`src/rtl/expr_pipe_unit.sv`:
```
// Two-stage multi-lane expression unit: S1 registers the operand bundle, S2 computes
// per-lane results (including per-lane accumulators) and holds them under backpressure.
module expr_pipe_unit #(
    parameter int unsigned W     = 6,
    parameter int unsigned LANES = 4
) (
    input  logic               clk,
    input  logic               rst_n,
    input  logic               in_valid,
    output logic               in_ready,
    input  logic [3:0]         op,
    input  logic               sign_a,
    input  logic               sign_b,
    input  logic [LANES*W-1:0] a,
    input  logic [LANES*W-1:0] b,
    input  logic               acc_clr,
    output logic               out_valid,
    input  logic               out_ready,
    output logic [LANES*W-1:0] y,
    output logic               err
);

    localparam int unsigned BW     = LANES * W;
    localparam int unsigned SW     = $clog2(W) + 1;
    localparam logic [3:0]  OP_ACC = 4'd10;

    logic          r_rdy_en;
    logic          r_s1_valid;
    logic [3:0]    r_op;
    logic          r_sign_a;
    logic          r_sign_b;
    logic [BW-1:0] r_a;
    logic [BW-1:0] r_b;
    logic          r_out_valid;
    logic [BW-1:0] r_y;
    logic          r_err;

    logic          w_advance;
    logic          w_accept;
    logic          w_signed;
    logic          w_err;
    logic          w_acc_upd;
    logic [BW-1:0] w_res;

    // r_rdy_en keeps in_ready low during reset and until the first clock after release
    assign w_advance = !r_out_valid || out_ready;
    assign in_ready  = r_rdy_en && (!r_s1_valid || w_advance);
    assign w_accept  = in_valid && in_ready;
    assign w_signed  = r_sign_a && r_sign_b;
    assign w_err     = (r_op > OP_ACC);
    assign w_acc_upd = w_advance && r_s1_valid && (r_op == OP_ACC);

    assign out_valid = r_out_valid;
    assign y         = r_y;
    assign err       = r_err;

    for (genvar g = 0; g < LANES; g++) begin : g_lane
        logic [W-1:0]  w_la;
        logic [W-1:0]  w_lb;
        logic [W-1:0]  w_lres;
        logic [W-1:0]  w_acc_base;
        logic [W-1:0]  w_acc_sum;
        logic [W-1:0]  r_acc;
        logic [SW-1:0] w_sh;
        logic          w_sh_big;
        logic          w_fill;

        assign w_la       = r_a[g*W +: W];
        assign w_lb       = r_b[g*W +: W];
        assign w_sh       = w_lb[SW-1:0];
        assign w_sh_big   = (w_sh >= SW'(W));
        assign w_fill     = r_sign_a && w_la[W-1];
        // Sign- vs zero-extension of a is invisible in a W-bit wrapping sum
        assign w_acc_base = acc_clr ? '0 : r_acc;
        assign w_acc_sum  = w_acc_base + w_la;

        always_comb begin
            w_lres = '0;
            case (r_op)
                4'd0:    w_lres = w_la + w_lb;
                4'd1:    w_lres = w_la - w_lb;
                4'd2:    w_lres = w_la & w_lb;
                4'd3:    w_lres = ~(w_la ^ w_lb);
                4'd4:    w_lres = W'(w_signed ? ($signed(w_la) < $signed(w_lb)) : (w_la < w_lb));
                4'd5:    w_lres = w_sh_big ? '0 : (w_la << w_sh);
                4'd6: begin
                    // Oversized shifts saturate to the fill value
                    if (w_sh_big)      w_lres = {W{w_fill}};
                    else if (r_sign_a) w_lres = W'($signed(w_la) >>> w_sh);
                    else               w_lres = w_la >> w_sh;
                end
                4'd7:    w_lres = W'(w_la != w_lb);
                4'd8:    w_lres = W'(~^w_la);
                4'd9:    w_lres = (w_lb != '0) ? w_la : ~w_la;
                4'd10:   w_lres = w_acc_sum;
                default: w_lres = '0;
            endcase
        end

        assign w_res[g*W +: W] = w_lres;

        always_ff @(posedge clk or negedge rst_n) begin
            if (!rst_n) begin
                r_acc <= '0;
            end else if (w_acc_upd) begin
                r_acc <= w_acc_sum;
            end else if (acc_clr) begin
                r_acc <= '0;
            end
        end
    end

    // S1 operand capture and S2 result register
    always_ff @(posedge clk or negedge rst_n) begin
        if (!rst_n) begin
            r_rdy_en    <= 1'b0;
            r_s1_valid  <= 1'b0;
            r_op        <= '0;
            r_sign_a    <= 1'b0;
            r_sign_b    <= 1'b0;
            r_a         <= '0;
            r_b         <= '0;
            r_out_valid <= 1'b0;
            r_y         <= '0;
            r_err       <= 1'b0;
        end else begin
            r_rdy_en <= 1'b1;
            if (w_accept) begin
                r_s1_valid <= 1'b1;
                r_op       <= op;
                r_sign_a   <= sign_a;
                r_sign_b   <= sign_b;
                r_a        <= a;
                r_b        <= b;
            end else if (w_advance) begin
                r_s1_valid <= 1'b0;
            end
            if (w_advance) begin
                r_out_valid <= r_s1_valid;
                if (r_s1_valid) begin
                    r_y   <= w_res;
                    r_err <= w_err;
                end
            end
        end
    end

endmodule

```
`config.mk`:
```
export PLATFORM = sky130hd
export DESIGN_NAME = expr_pipe_unit
export DESIGN_NICKNAME = d
export VERILOG_FILES = /design/src/rtl/expr_pipe_unit.sv
export SDC_FILE = /design/constraint.sdc
export NUM_CORES = 1
export LEC_CHECK = 0
export CAP_MARGIN = 20
export CORE_MARGIN = 4
export CORE_UTILIZATION = 60
export DETAILED_ROUTE_END_ITERATION = 7
export PLACE_DENSITY_LB_ADDON = 0.05
export SETUP_SLACK_MARGIN = 0.2
export SLEW_MARGIN = 10
export SYNTH_ARGS = -nofsm -noshare
export SYNTH_HDL_FRONTEND = slang
export SYNTH_SLANG_ARGS = --single-unit
export TNS_END_PERCENT = 1
```
`constraint.sdc`:
```
create_clock -name clk -period 5.3 [get_ports clk]
set_clock_uncertainty 0.2 [all_clocks]
set_input_delay 1.06 -clock clk [delete_from_list [all_inputs] [get_ports clk]]
set_output_delay 1.06 -clock clk [all_outputs]
set_load 0.01 [all_outputs]
```
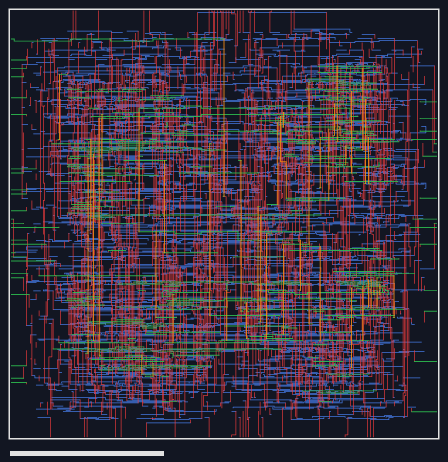
run_1/wires.png
The bar under the picture is 50 um long.
green -> metal 3  # wire length 3080 um
red -> metal 2  # wire length 14400 um
blue -> metal 1  # wire length 13000 um
orange -> metal 4  # wire length 1150 um

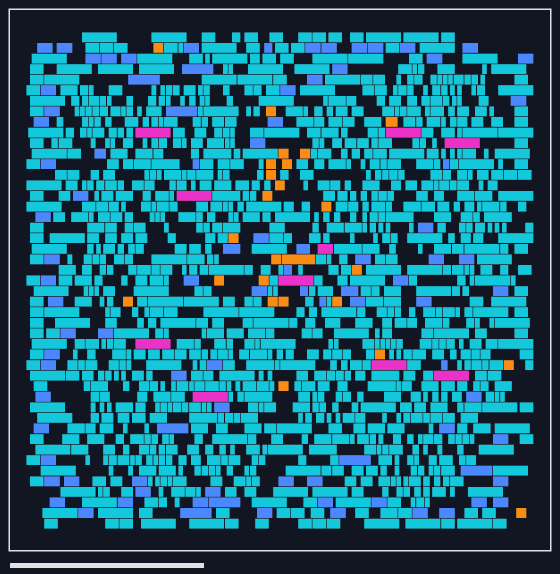
run_1/sizes.png
The bar under the picture is 50 um long.
blue -> _2 cells  # cells 92
magenta -> _6 and larger  # cells 10
orange -> _3 and _4 cells  # cells 25
cyan -> _0 and _1 cells  # cells 1093

==> impl_metrics.json, run 1 <==
{
  "layout_setup_ws_ns": 1.43,
  "holdWs_ns": 0.298,
  "final_area_sq_um": 11500,
  "p_per_area_nw_per_um2": 321,
  "p_sw_mw": 1.60,
  "status": "completed",
  "required_ns": 5.36,
  "seq_area_sq_um": 2650,
  "tapCellCount": 220,
  "grt_overflow": 0,
  "root_buffer": "clkbuf_16",
  "adder_share_pct": 11.1,
  "comb_area_share_pct": 61.4,
  "fmax_mhz": 258,
  "met1_usage_pct": 44.1,
  "port_buffers": 85,
  "gr-usage-met2_pct": 50.3,
  "wl_met1_um": 13000,
  "syn_area_per_cell_sq_um": 8.59,
  "wl_per_cell_um": 22.0,
  "rsz0062_at_grt": "no",
  "regToRegEndpoint": "y[23]",
  "ys_cells": 1198,
  "cp_top_family": "buffers and inverters",
  "top_cell_area_share_pct": 25.8,
  "endpoint": "y[8]",
  "nNetsFinal": 1358,
  "fp_util_pct": 61.6,
  "min-delay-start": "y[13]",
  "vias": 9577,
  "drt-initial-drc-count": 1212,
  "mappedNetlistArea_sq_um": 10300,
  "swShare_pct": 43.5,
  "worst-path-stages": 10,
  "timing.setup.tns_ns": 0,
  "dp_hpwl_um": 22100,
  "arrival_ns": 3.93,
  "synth_nets": 1341,
  "n_antenna_cell": 0,
  "drc": 0,
  "grt.total_usage_pct": 32.2,
  "combPwrFrac_pct": 48.7,
  "slew_viol_final": 0,
  "path_clk_slew_ns": 0.08,
  "sh_seq_area_pct": 23.1,
  "pg_seq_mw": 1.24,
  "leakagePower_nw": 4.87
}
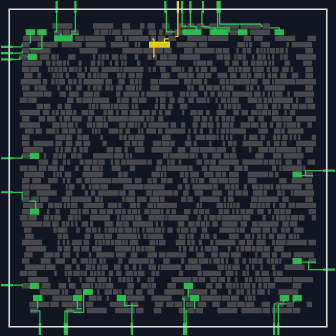
run_1/io_fan.png
yellow -> out_valid  # bits 1, direction output, end cells 1, buffers 1, wire 31.0 um
green -> a  # bits 24, direction input, end cells 24, buffers 24, wire 371 um

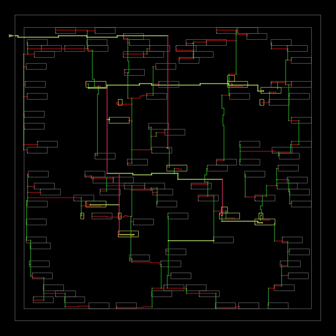
run_1/clocks.png
CTS buffer count: 9
# clk buffers: 11
flop count: 106

==> run 2, diff against run 1 <==
--- a/config.mk
+++ b/config.mk
@@ -7,7 +7,7 @@
 export LEC_CHECK = 0
 export CAP_MARGIN = 20
 export CORE_MARGIN = 4
-export CORE_UTILIZATION = 60
+export CORE_UTILIZATION = 54
 export DETAILED_ROUTE_END_ITERATION = 7
 export PLACE_DENSITY_LB_ADDON = 0.05
 export SETUP_SLACK_MARGIN = 0.2
==> constraint.sdc (replaced) <==
create_clock -name clk -period 3.33 [get_ports clk]
set_clock_uncertainty 0.2 [all_clocks]
set_input_delay 0.666 -clock clk [delete_from_list [all_inputs] [get_ports clk]]
set_output_delay 0.666 -clock clk [all_outputs]
set_load 0.01 [all_outputs]
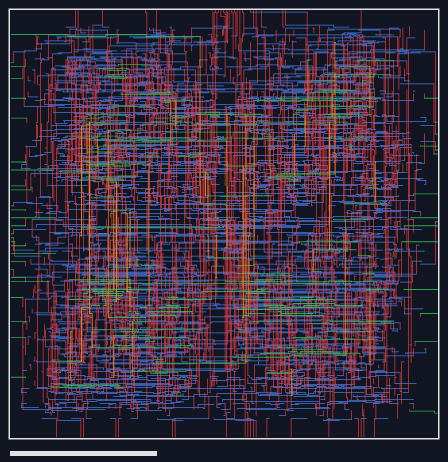
run_2/wires.png
The bar under the picture is 50 um long.
red -> metal 2  # wire length 15100 um
orange -> metal 4  # wire length 1130 um
blue -> metal 1  # wire length 14600 um
green -> metal 3  # wire length 2350 um

==> impl_metrics.json, run 2 <==
{
  "mappedNetlistArea_sq_um": 10300,
  "leakagePower_nw": 5.18,
  "fp_util_pct": 55.0,
  "endpoint": "y[8]",
  "n_fill_cell": 1650,
  "p_int_mw": 3.54,
  "numCtsBuffers": 9,
  "slew_viol_final": 0,
  "sh_seq_area_pct": 22.1,
  "layout_setup_ws_ns": 0.336,
  "fmax_mhz": 334,
  "drt-initial-drc-count": 950,
  "syn_area_per_cell_sq_um": 8.59,
  "wl_per_cell_um": 21.9,
  "pg_seq_mw": 1.84,
  "final_antenna_net_count": 0,
  "swShare_pct": 43.0,
  "comb_area_share_pct": 58.7,
  "met1_usage_pct": 42.5,
  "wl_met1_um": 14600,
  "adder_share_pct": 11.1,
  "rsz0062_at_grt": "yes",
  "p_sw_mw": 2.67,
  "maxCapViolCount": 0,
  "tritoncts_num_sinks": 106,
  "cp_top_family": "AND-OR/OR-AND gates",
  "port_buffers": 85,
  "n_antenna_cell": 0,
  "grt_pass1_vias": 9196,
  "drc": 0,
  "yosys-stat-area_sq_um": 10300,
  "arrival_ns": 3.06,
  "seq_area_sq_um": 2650,
  "nNetsFinal": 1416,
  "combPwrFrac_pct": 50.9,
  "path_clk_slew_ns": 0.09,
  "clock_buffers": 9,
  "p_per_area_nw_per_um2": 516,
  "clkCellAreaFrac_pct": 2.63,
  "crit_fanout": 10,
  "synth_flop_count": 106,
  "status": "completed",
  "flops": 106,
  "regToRegEndpoint": "y[7]",
  "holdWs_ns": 0.0622,
  "vias": 9700,
  "ys_cells": 1198,
  "dp_hpwl_um": 24700,
  "final_area_sq_um": 12000,
  "crit_slowest_cell": "fa_1",
  "p_comb_mw": 3.16,
  "gr-usage-met2_pct": 48.4,
  "worst-path-stages": 11,
  "top_cell_area_share_pct": 25.8,
  "synth_nets": 1341,
  "enable_flop_cells": 0,
  "timing.setup.tns_ns": 0,
  "cts_setup_buffers": 0,
  "required_ns": 3.40,
  "grt.total_usage_pct": 30.5,
  "tapCellCount": 234,
  "syn2layout_area_growth_pct": 16.8,
  "wl_um": 33200
}
